**src/rtl/conv2d_stream_sequencer_if.sv**
```systemverilog
// AXI-Stream style bundle shared by the upstream and downstream ports of
// conv2d_stream_sequencer.
interface conv2d_stream_sequencer_if #(
   parameter int unsigned DATA_W = 16
) ();
   logic [DATA_W-1:0]   TDATA;
   logic [DATA_W/8-1:0] TKEEP;
   logic                TLAST;
   logic                TVALID;
   logic                TREADY;

   modport master (output TDATA, output TKEEP, output TLAST, output TVALID, input TREADY);
   modport slave  (input TDATA, input TKEEP, input TLAST, input TVALID, output TREADY);
endinterface

```
**src/rtl/conv2d_stream_sequencer.sv**
```systemverilog
// Feeds conv2D one weight kernel then one zero-padded feature map, framing each with TLAST.
// Optional upstream TLAST checking is enabled by defining CONV2D_SEQ_TLAST_CHECK_EN.
module conv2d_stream_sequencer #(
   parameter int unsigned DATA_W = 16,
   parameter int unsigned TAPS   = 9,
   parameter int unsigned IMG_H  = 2,
   parameter int unsigned IMG_W  = 5
) (
   input  logic ACLK,
   input  logic ARESET,
   input  logic START,
   output logic BUSY,
   output logic DONE,
   output logic ERR,
   conv2d_stream_sequencer_if.slave  S_AXIS,
   conv2d_stream_sequencer_if.master M_AXIS
);
   localparam int unsigned WW = (TAPS > 1) ? $clog2(TAPS) : 1;
   localparam int unsigned RW = $clog2(IMG_H + 1);
   localparam int unsigned CW = $clog2(IMG_W + 2);

   localparam logic [WW-1:0] W_LAST = WW'(TAPS - 1);
   localparam logic [RW-1:0] R_PAD  = RW'(IMG_H);
   localparam logic [RW-1:0] R_LAST = RW'(IMG_H - 1);
   localparam logic [CW-1:0] C_LAST = CW'(IMG_W - 1);

   typedef enum logic [2:0] {
      S_IDLE, S_WGT, S_COL_PRE, S_PAD_TOP, S_PIX, S_COL_POST, S_FIN
   } state_t;

   state_t            state_q, state_d;
   logic [WW-1:0]     wgt_cnt_q, wgt_cnt_d;
   logic [RW-1:0]     row_cnt_q, row_cnt_d;
   logic [CW-1:0]     col_cnt_q, col_cnt_d;
   logic [DATA_W-1:0] m_data_q, m_data_d;
   logic              m_last_q, m_last_d;
   logic              m_valid_q, m_valid_d;
   logic              busy_q, busy_d;
   logic              done_q, done_d;
   logic              can_load;
   logic              s_ready;
   logic              s_accept;
   logic              unused_in;

   assign can_load = !m_valid_q || M_AXIS.TREADY;
   assign s_ready  = ((state_q == S_WGT) || (state_q == S_PIX)) && can_load;
   assign s_accept = s_ready && S_AXIS.TVALID;

   always_ff @(posedge ACLK or posedge ARESET) begin
      if (ARESET) begin
         state_q   <= S_IDLE;
         wgt_cnt_q <= '0;
         row_cnt_q <= '0;
         col_cnt_q <= '0;
         m_data_q  <= '0;
         m_last_q  <= 1'b0;
         m_valid_q <= 1'b0;
         busy_q    <= 1'b0;
         done_q    <= 1'b0;
      end else begin
         state_q   <= state_d;
         wgt_cnt_q <= wgt_cnt_d;
         row_cnt_q <= row_cnt_d;
         col_cnt_q <= col_cnt_d;
         m_data_q  <= m_data_d;
         m_last_q  <= m_last_d;
         m_valid_q <= m_valid_d;
         busy_q    <= busy_d;
         done_q    <= done_d;
      end
   end

   // The output register empties on a downstream handshake unless a state below refills it.
   always_comb begin
      state_d   = state_q;
      wgt_cnt_d = wgt_cnt_q;
      row_cnt_d = row_cnt_q;
      col_cnt_d = col_cnt_q;
      m_data_d  = m_data_q;
      m_last_d  = m_last_q && !can_load;
      m_valid_d = m_valid_q && !can_load;
      busy_d    = busy_q;
      done_d    = 1'b0;

      unique case (state_q)
         S_IDLE: begin
            if (START && !done_q) begin
               state_d   = S_WGT;
               busy_d    = 1'b1;
               wgt_cnt_d = '0;
            end
         end
         S_WGT: begin
            if (s_accept) begin
               m_valid_d = 1'b1;
               m_data_d  = S_AXIS.TDATA;
               m_last_d  = (wgt_cnt_q == W_LAST);
               if (wgt_cnt_q == W_LAST) begin
                  state_d   = S_COL_PRE;
                  row_cnt_d = '0;
               end else begin
                  wgt_cnt_d = wgt_cnt_q + WW'(1);
               end
            end
         end
         S_COL_PRE: begin
            if (can_load) begin
               m_valid_d = 1'b1;
               m_data_d  = '0;
               m_last_d  = 1'b0;
               if (row_cnt_q == R_PAD) begin
                  state_d   = S_PAD_TOP;
                  row_cnt_d = '0;
                  col_cnt_d = '0;
               end else begin
                  row_cnt_d = row_cnt_q + RW'(1);
               end
            end
         end
         S_PAD_TOP: begin
            if (can_load) begin
               m_valid_d = 1'b1;
               m_data_d  = '0;
               m_last_d  = 1'b0;
               state_d   = S_PIX;
               row_cnt_d = '0;
            end
         end
         S_PIX: begin
            if (s_accept) begin
               m_valid_d = 1'b1;
               m_data_d  = S_AXIS.TDATA;
               m_last_d  = 1'b0;
               if (row_cnt_q == R_LAST) begin
                  row_cnt_d = '0;
                  if (col_cnt_q == C_LAST) begin
                     state_d = S_COL_POST;
                  end else begin
                     state_d   = S_PAD_TOP;
                     col_cnt_d = col_cnt_q + CW'(1);
                  end
               end else begin
                  row_cnt_d = row_cnt_q + RW'(1);
               end
            end
         end
         S_COL_POST: begin
            if (can_load) begin
               m_valid_d = 1'b1;
               m_data_d  = '0;
               m_last_d  = (row_cnt_q == R_PAD);
               if (row_cnt_q == R_PAD) begin
                  state_d   = S_FIN;
                  row_cnt_d = '0;
               end else begin
                  row_cnt_d = row_cnt_q + RW'(1);
               end
            end
         end
         S_FIN: begin
            if (m_valid_q && M_AXIS.TREADY) begin
               state_d   = S_IDLE;
               done_d    = 1'b1;
               busy_d    = 1'b0;
               col_cnt_d = '0;
            end
         end
         default: state_d = S_IDLE;
      endcase
   end

`ifdef CONV2D_SEQ_TLAST_CHECK_EN
   logic err_q, err_d;
   logic at_end;

   always_comb begin
      at_end = ((state_q == S_WGT) && (wgt_cnt_q == W_LAST)) ||
               ((state_q == S_PIX) && (row_cnt_q == R_LAST) && (col_cnt_q == C_LAST));
      err_d  = err_q;
      if (s_accept && (S_AXIS.TLAST != at_end)) err_d = 1'b1;
   end

   always_ff @(posedge ACLK or posedge ARESET) begin
      if (ARESET) err_q <= 1'b0;
      else        err_q <= err_d;
   end

   assign ERR = err_q;
`else
   assign ERR = 1'b0;
`endif

   assign unused_in = ^{S_AXIS.TKEEP, S_AXIS.TLAST};

   assign S_AXIS.TREADY = s_ready;
   assign M_AXIS.TDATA  = m_data_q;
   assign M_AXIS.TKEEP  = '1;
   assign M_AXIS.TLAST  = m_last_q;
   assign M_AXIS.TVALID = m_valid_q;
   assign BUSY          = busy_q;
   assign DONE          = done_q;
endmodule

```
**src/flat_wrapper.sv**
```systemverilog
// flat-port wrapper written by rule: the top's interface ports become plain ports
module conv2d_stream_sequencer_flat 
#(
   parameter int unsigned DATA_W = 16,
   parameter int unsigned TAPS   = 9,
   parameter int unsigned IMG_H  = 2,
   parameter int unsigned IMG_W  = 5
)
  (ACLK, ARESET, START, BUSY, DONE, ERR, S_AXIS_TDATA, S_AXIS_TKEEP, S_AXIS_TLAST, S_AXIS_TVALID, S_AXIS_TREADY, M_AXIS_TDATA, M_AXIS_TKEEP, M_AXIS_TLAST, M_AXIS_TVALID, M_AXIS_TREADY);
  conv2d_stream_sequencer_if #(.DATA_W(DATA_W)) S_AXIS_i ();
  conv2d_stream_sequencer_if #(.DATA_W(DATA_W)) M_AXIS_i ();
  input  logic ACLK;
  input  logic ARESET;
  input  logic START;
  output logic BUSY;
  output logic DONE;
  output logic ERR;
  input wire logic [$bits(S_AXIS_i.TDATA)-1:0] S_AXIS_TDATA;
  input wire logic [$bits(S_AXIS_i.TKEEP)-1:0] S_AXIS_TKEEP;
  input wire logic [$bits(S_AXIS_i.TLAST)-1:0] S_AXIS_TLAST;
  input wire logic [$bits(S_AXIS_i.TVALID)-1:0] S_AXIS_TVALID;
  output wire logic [$bits(S_AXIS_i.TREADY)-1:0] S_AXIS_TREADY;
  output wire logic [$bits(M_AXIS_i.TDATA)-1:0] M_AXIS_TDATA;
  output wire logic [$bits(M_AXIS_i.TKEEP)-1:0] M_AXIS_TKEEP;
  output wire logic [$bits(M_AXIS_i.TLAST)-1:0] M_AXIS_TLAST;
  output wire logic [$bits(M_AXIS_i.TVALID)-1:0] M_AXIS_TVALID;
  input wire logic [$bits(M_AXIS_i.TREADY)-1:0] M_AXIS_TREADY;
  assign S_AXIS_i.TDATA = S_AXIS_TDATA;
  assign S_AXIS_i.TKEEP = S_AXIS_TKEEP;
  assign S_AXIS_i.TLAST = S_AXIS_TLAST;
  assign S_AXIS_i.TVALID = S_AXIS_TVALID;
  assign S_AXIS_TREADY = S_AXIS_i.TREADY;
  assign M_AXIS_TDATA = M_AXIS_i.TDATA;
  assign M_AXIS_TKEEP = M_AXIS_i.TKEEP;
  assign M_AXIS_TLAST = M_AXIS_i.TLAST;
  assign M_AXIS_TVALID = M_AXIS_i.TVALID;
  assign M_AXIS_i.TREADY = M_AXIS_TREADY;
  conv2d_stream_sequencer #(.DATA_W(DATA_W), .TAPS(TAPS), .IMG_H(IMG_H), .IMG_W(IMG_W)) u_core (.ACLK(ACLK), .ARESET(ARESET), .START(START), .BUSY(BUSY), .DONE(DONE), .ERR(ERR), .S_AXIS(S_AXIS_i), .M_AXIS(M_AXIS_i));
endmodule
```
**config.mk**
```make
export PLATFORM = sky130hd
export DESIGN_NAME = conv2d_stream_sequencer_flat
export DESIGN_NICKNAME = d
export VERILOG_FILES = /design/src/rtl/conv2d_stream_sequencer_if.sv /design/src/rtl/conv2d_stream_sequencer.sv /design/src/flat_wrapper.sv
export SDC_FILE = /design/constraint.sdc
export NUM_CORES = 1
export LEC_CHECK = 0
export CORE_ASPECT_RATIO = 1.4
export CORE_MARGIN = 2
export CORE_UTILIZATION = 45
export CTS_CLUSTER_SIZE = 10
export DETAILED_ROUTE_END_ITERATION = 16
export GPL_TIMING_DRIVEN = 0
export PLACE_DENSITY = 0.75
export SLEW_MARGIN = 20
export SYNTH_ARGS = -nofsm -noshare
export SYNTH_HDL_FRONTEND = slang
export SYNTH_SLANG_ARGS = --single-unit
```
**constraint.sdc**
```tcl
create_clock -name ACLK -period 5.2 [get_ports ACLK]
set_input_delay 1.04 -clock ACLK [delete_from_list [all_inputs] [get_ports ACLK]]
set_output_delay 1.04 -clock ACLK [all_outputs]
set_load 0.02 [all_outputs]
```
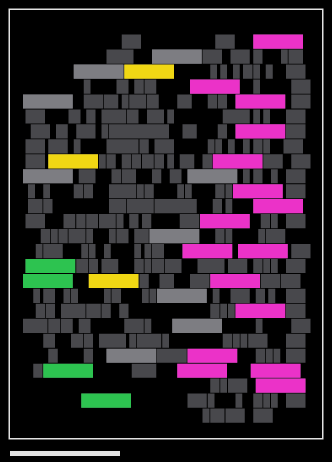
Fig. 1. Where the registers sit (run 1).
Scale bar: 20 microns. Other sequential cells in the stronger gray, the rest of the logic in the fainter gray.
Key: magenta = `u_core.M_AXIS.TDATA` [sequential cells 16]; yellow = `u_core.state_q` [sequential cells 3]; green = `u_core.wgt_cnt_q` [sequential cells 4]

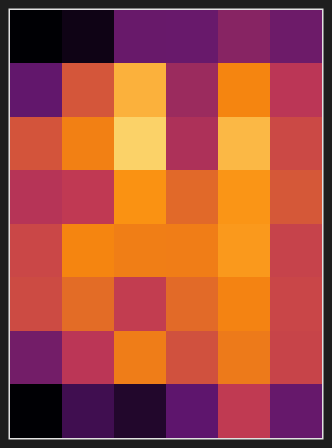
Fig. 2. Cell density map (run 1).
6 x 8 tiles, from black (low) to pale yellow (high), 0 to 100% covered.
4.2% of the tiles are nearly empty. 13% of the tiles are over 75% full. The fullest tile reaches 90%.

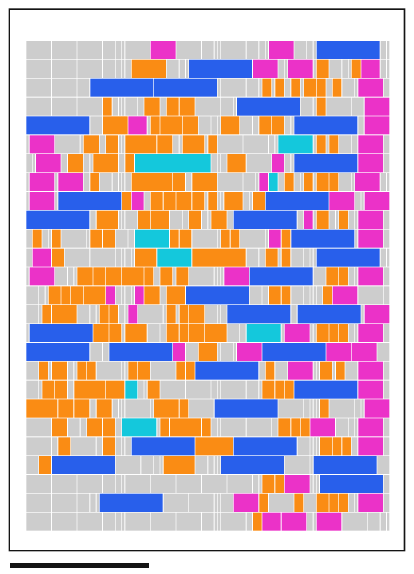
Fig. 3. Cell classes on the final placement (run 1).
Scale bar: 20 microns. Fill, decap, tap and diode cells in gray.
Key: magenta = remaining buffers and delay cells [cells 54, share of their area 21%]; orange = combinational and other logic [cells 157, share of their area 39%]; blue = sequential cells [cells 32, share of their area 35%]; cyan = clock drivers and dummy loads [cells 8, share of their area 4.7%]
Seq area share: 34.4%
cell area after layout: 0.00233 sq mm
row count: 26

==> Slide: Implementation Results, run 1 <==
Run Summary

Placement
  • Placer Congestion: 0.865
  • # port buffers: 41

STA
  • Rel. slew slack: 55.4%
  • Fin. Hold Viols: 0
  • Actual slew at the worst max-slew pin: 0.668 ns

Power and ir drop
  • Clock net power: 234 uW

Critical path
  • WP buf/inv: 2
  • RR Endpoint: u_core.col_cnt_q[0]$_DFFE_PP0P_
  • Crit Reg-Reg Startpoint: u_core.col_cnt_q[0]$_DFFE_PP0P_
  • Top delay family on crit path: buffers and inverters
  • Worst setup SP type: input port

Final layout
  • Nets@finish: 278
  • FF/Latch Area: 801 sq um
  • Ant. Diodes: 0
  • Max reg flops: 16
  • Top class by area: combinational gates
  • Ratio of cells with drive above 1 in the final layout: 10.4%

Global route
  • Total gr overflow: 0
  • Global-route wire length before repair: 7.06 mm
  • Vias in the first global route: 1,537

Clock tree
  • Post-CTS Resized: 0
  • CTS tree: yes
  • CTS sink count: 32

Floorplanning
  • Core Util at FP: 47.3%
  • Core ar.: 0.00371 sq mm

Synth
  • Cells after synthesis: 201
  • Aoi share: 20.2%
  • Dominant flop cell: dfrtp_1
  • Syn_area_per_cell: 8.72 sq um
  • Top-count cell post-synth: nand2_1

Drt
  • WL met3: 223 microns
  • Via count: 1,598
  • Vias/cell: 5.45

Status
  • Status: finished clean

Job
  • Tool Warnings: 31
==> run 1 -> run 2 <==
--- a/config.mk
+++ b/config.mk
@@ -7,7 +7,7 @@
 export LEC_CHECK = 0
 export CORE_ASPECT_RATIO = 1.4
 export CORE_MARGIN = 2
-export CORE_UTILIZATION = 45
+export CORE_UTILIZATION = 43
 export CTS_CLUSTER_SIZE = 10
 export DETAILED_ROUTE_END_ITERATION = 16
 export GPL_TIMING_DRIVEN = 0
==> constraint.sdc (replaced) <==
create_clock -name ACLK -period 3.2 [get_ports ACLK]
set_input_delay 0.64 -clock ACLK [delete_from_list [all_inputs] [get_ports ACLK]]
set_output_delay 0.64 -clock ACLK [all_outputs]
set_load 0.02 [all_outputs]
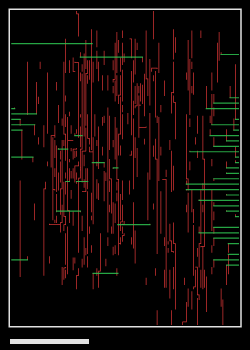
Fig. 4. Signal wires by layer (run 2).
Scale bar: 20 microns. Two of the layers only.
Key: green = metal 3 [wire length 251 microns]; red = metal 2 [wire length 1,810 microns]
final WL: 3.84 mm
via count: 1,544
wire per inst: 13.1 microns

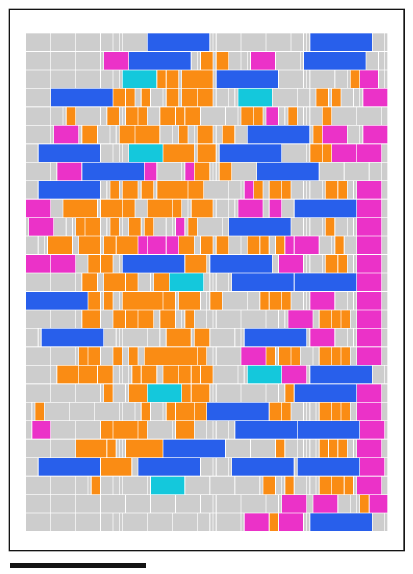
Fig. 5. Cell classes on the final placement (run 2).
Scale bar: 20 microns. Fill, decap, tap and diode cells in gray.
Key: magenta = remaining buffers and delay cells [cells 54, share of their area 21%]; orange = combinational and other logic [cells 157, share of their area 39%]; cyan = clock drivers and dummy loads [cells 7, share of their area 4.3%]; blue = sequential cells [cells 32, share of their area 35%]
cell area after layout: 0.00232 sq mm
Post-Route Utilization: 59.1%
Core ar.: 0.00392 sq mm

==> run 2 against run 1 <==
Effect of this change:
- register-to-register slack got worse by 2.0 ns
- first-iteration DRC count increased by 41%
- sequential power increased by 62%
- clock skew increased by 0.0012 ns
- largest cell class unchanged
- worst setup slack got worse by 1.2 ns
- critical path depth increased by 1
- largest power group unchanged
- highest routed layer unchanged
- hold slack improved by 0.0030 ns
- sequential share of layout area increased by 0.15 points
- final cell count unchanged
- critical path type is now reg2out
- die area increased by 4.4%
- synthesized cell count unchanged
==> Slide: Implementation Results, run 2 <==
Run Summary

STA
  • RSZ-0062 raised after global routing: no
  • Rel. slew slack: 55.8% (+0.43 points)
  • Actual slew at the worst max-slew pin: 0.662 ns (-0.00651 ns)
  • Final min period: 2.85 ns
  • PnR worst setup slack: 0.355 ns
  • Fin. Hold Viols: 0 (unchanged)
  • Clk_skew: 0.00283 ns
  • Tcrit/Tclk final: 88.9%
  • Fmax: 351 MHz

Clock tree
  • Longest Clk Path Bufs: 2
  • Clk pin slew, worst setup/hold paths: 0.06 ns
  • Post-CTS Resized: 0 (unchanged)
  • Worst skew pair latency: 0.28 ns
  • CTS tree: yes
  • CTS sink count: 32 (unchanged)
  • Num CTS Buffers: 5

Synth
  • Dominant flop cell: dfrtp_1
  • Aoi share: 20.2% (unchanged)
  • Ys Warns: 0
  • Top non-seq family: simple AND/OR/NAND/NOR gates
  • Cells after synthesis: 201 (unchanged)
  • YS chip area: 0.00175 sq mm
  • Top-count cell post-synth: nand2_1
  • Register bit total from synthesis: 32
  • Syn_area_per_cell: 8.72 sq um (unchanged)
  • Synth top cells by count: nand2_1, dfrtp_1, o21ai_0

Power and ir drop
  • Max VDD drop: 0.604 mV
  • Main power group: combinational cells
  • Seq power: 676 uW
  • Power Dens Cells: 955 mW/mm^2
  • Clock net power: 336 uW (+44%)
  • Sw power: 958 uW
  • Clock network power share: 15.2%
  • Cell Int Power: 1260 uW

Drt
  • Met2 wire length: 1.81 mm
  • Vias/cell: 5.27 (-3.4%)
  • DRC Markers: 0
  • WL met3: 251 microns (+13%)

Critical path
  • Max FO, Critical Path: 10
  • Stages on worst setup path: 5
  • WP buf/inv: 3 (+1)
  • Crit Reg-Reg Startpoint: u_core.col_cnt_q[0]$_DFFE_PP0P_
  • Top delay family on crit path: buffers and inverters
  • Req. time, crit path: 2.56 ns
  • Slowest stage delay, CP: 0.63 ns
  • Worst setup SP type: flop
  • RR Endpoint: u_core.col_cnt_q[0]$_DFFE_PP0P_

Final layout
  • Ant. Diodes: 0 (unchanged)
  • Ratio of cells with drive above 1 in the final layout: 10.4% (+0.041 points)
  • Most instantiated logic cells after routing: nand2_1, clkdlybuf4s50_1, dfrtp_1, o21ai_0, nor2_1
  • Seq_cells: 32
  • Max reg flops: 16 (unchanged)
  • Top class by area: combinational gates
  • Nets@finish: 278 (unchanged)
  • Combinational share of cell area: 37.0%
  • Seq area share: 34.6% (+0.15 points)
  • FF/Latch Area: 801 sq um (unchanged)

Placement
  • # port buffers: 41 (unchanged)
  • Placer Congestion: 0.829 (-4.2%)

Floorplanning
  • Row count: 27 (+3.8%)
  • Tap cells: 43
  • Die y size: 79.5 microns
  • Die Wd: 58.0 microns
  • Core Util at FP: 44.7% (-2.5 points)

Global route
  • GRT Total Usage: 18.5%
  • Met3 usage in global routing: 4.54%
  • Global-route wire length before repair: 6.56 mm (-7.0%)
  • Antenna violations before repair: 0
  • Total gr overflow: 0 (unchanged)
  • Vias in the first global route: 1,516 (-1.4%)
  • Global Route met2 Usage: 29.9%

Status
  • Status: finished clean

Job
  • Tool Warnings: 31 (unchanged)
Power is estimated from default activity; no workload was simulated.
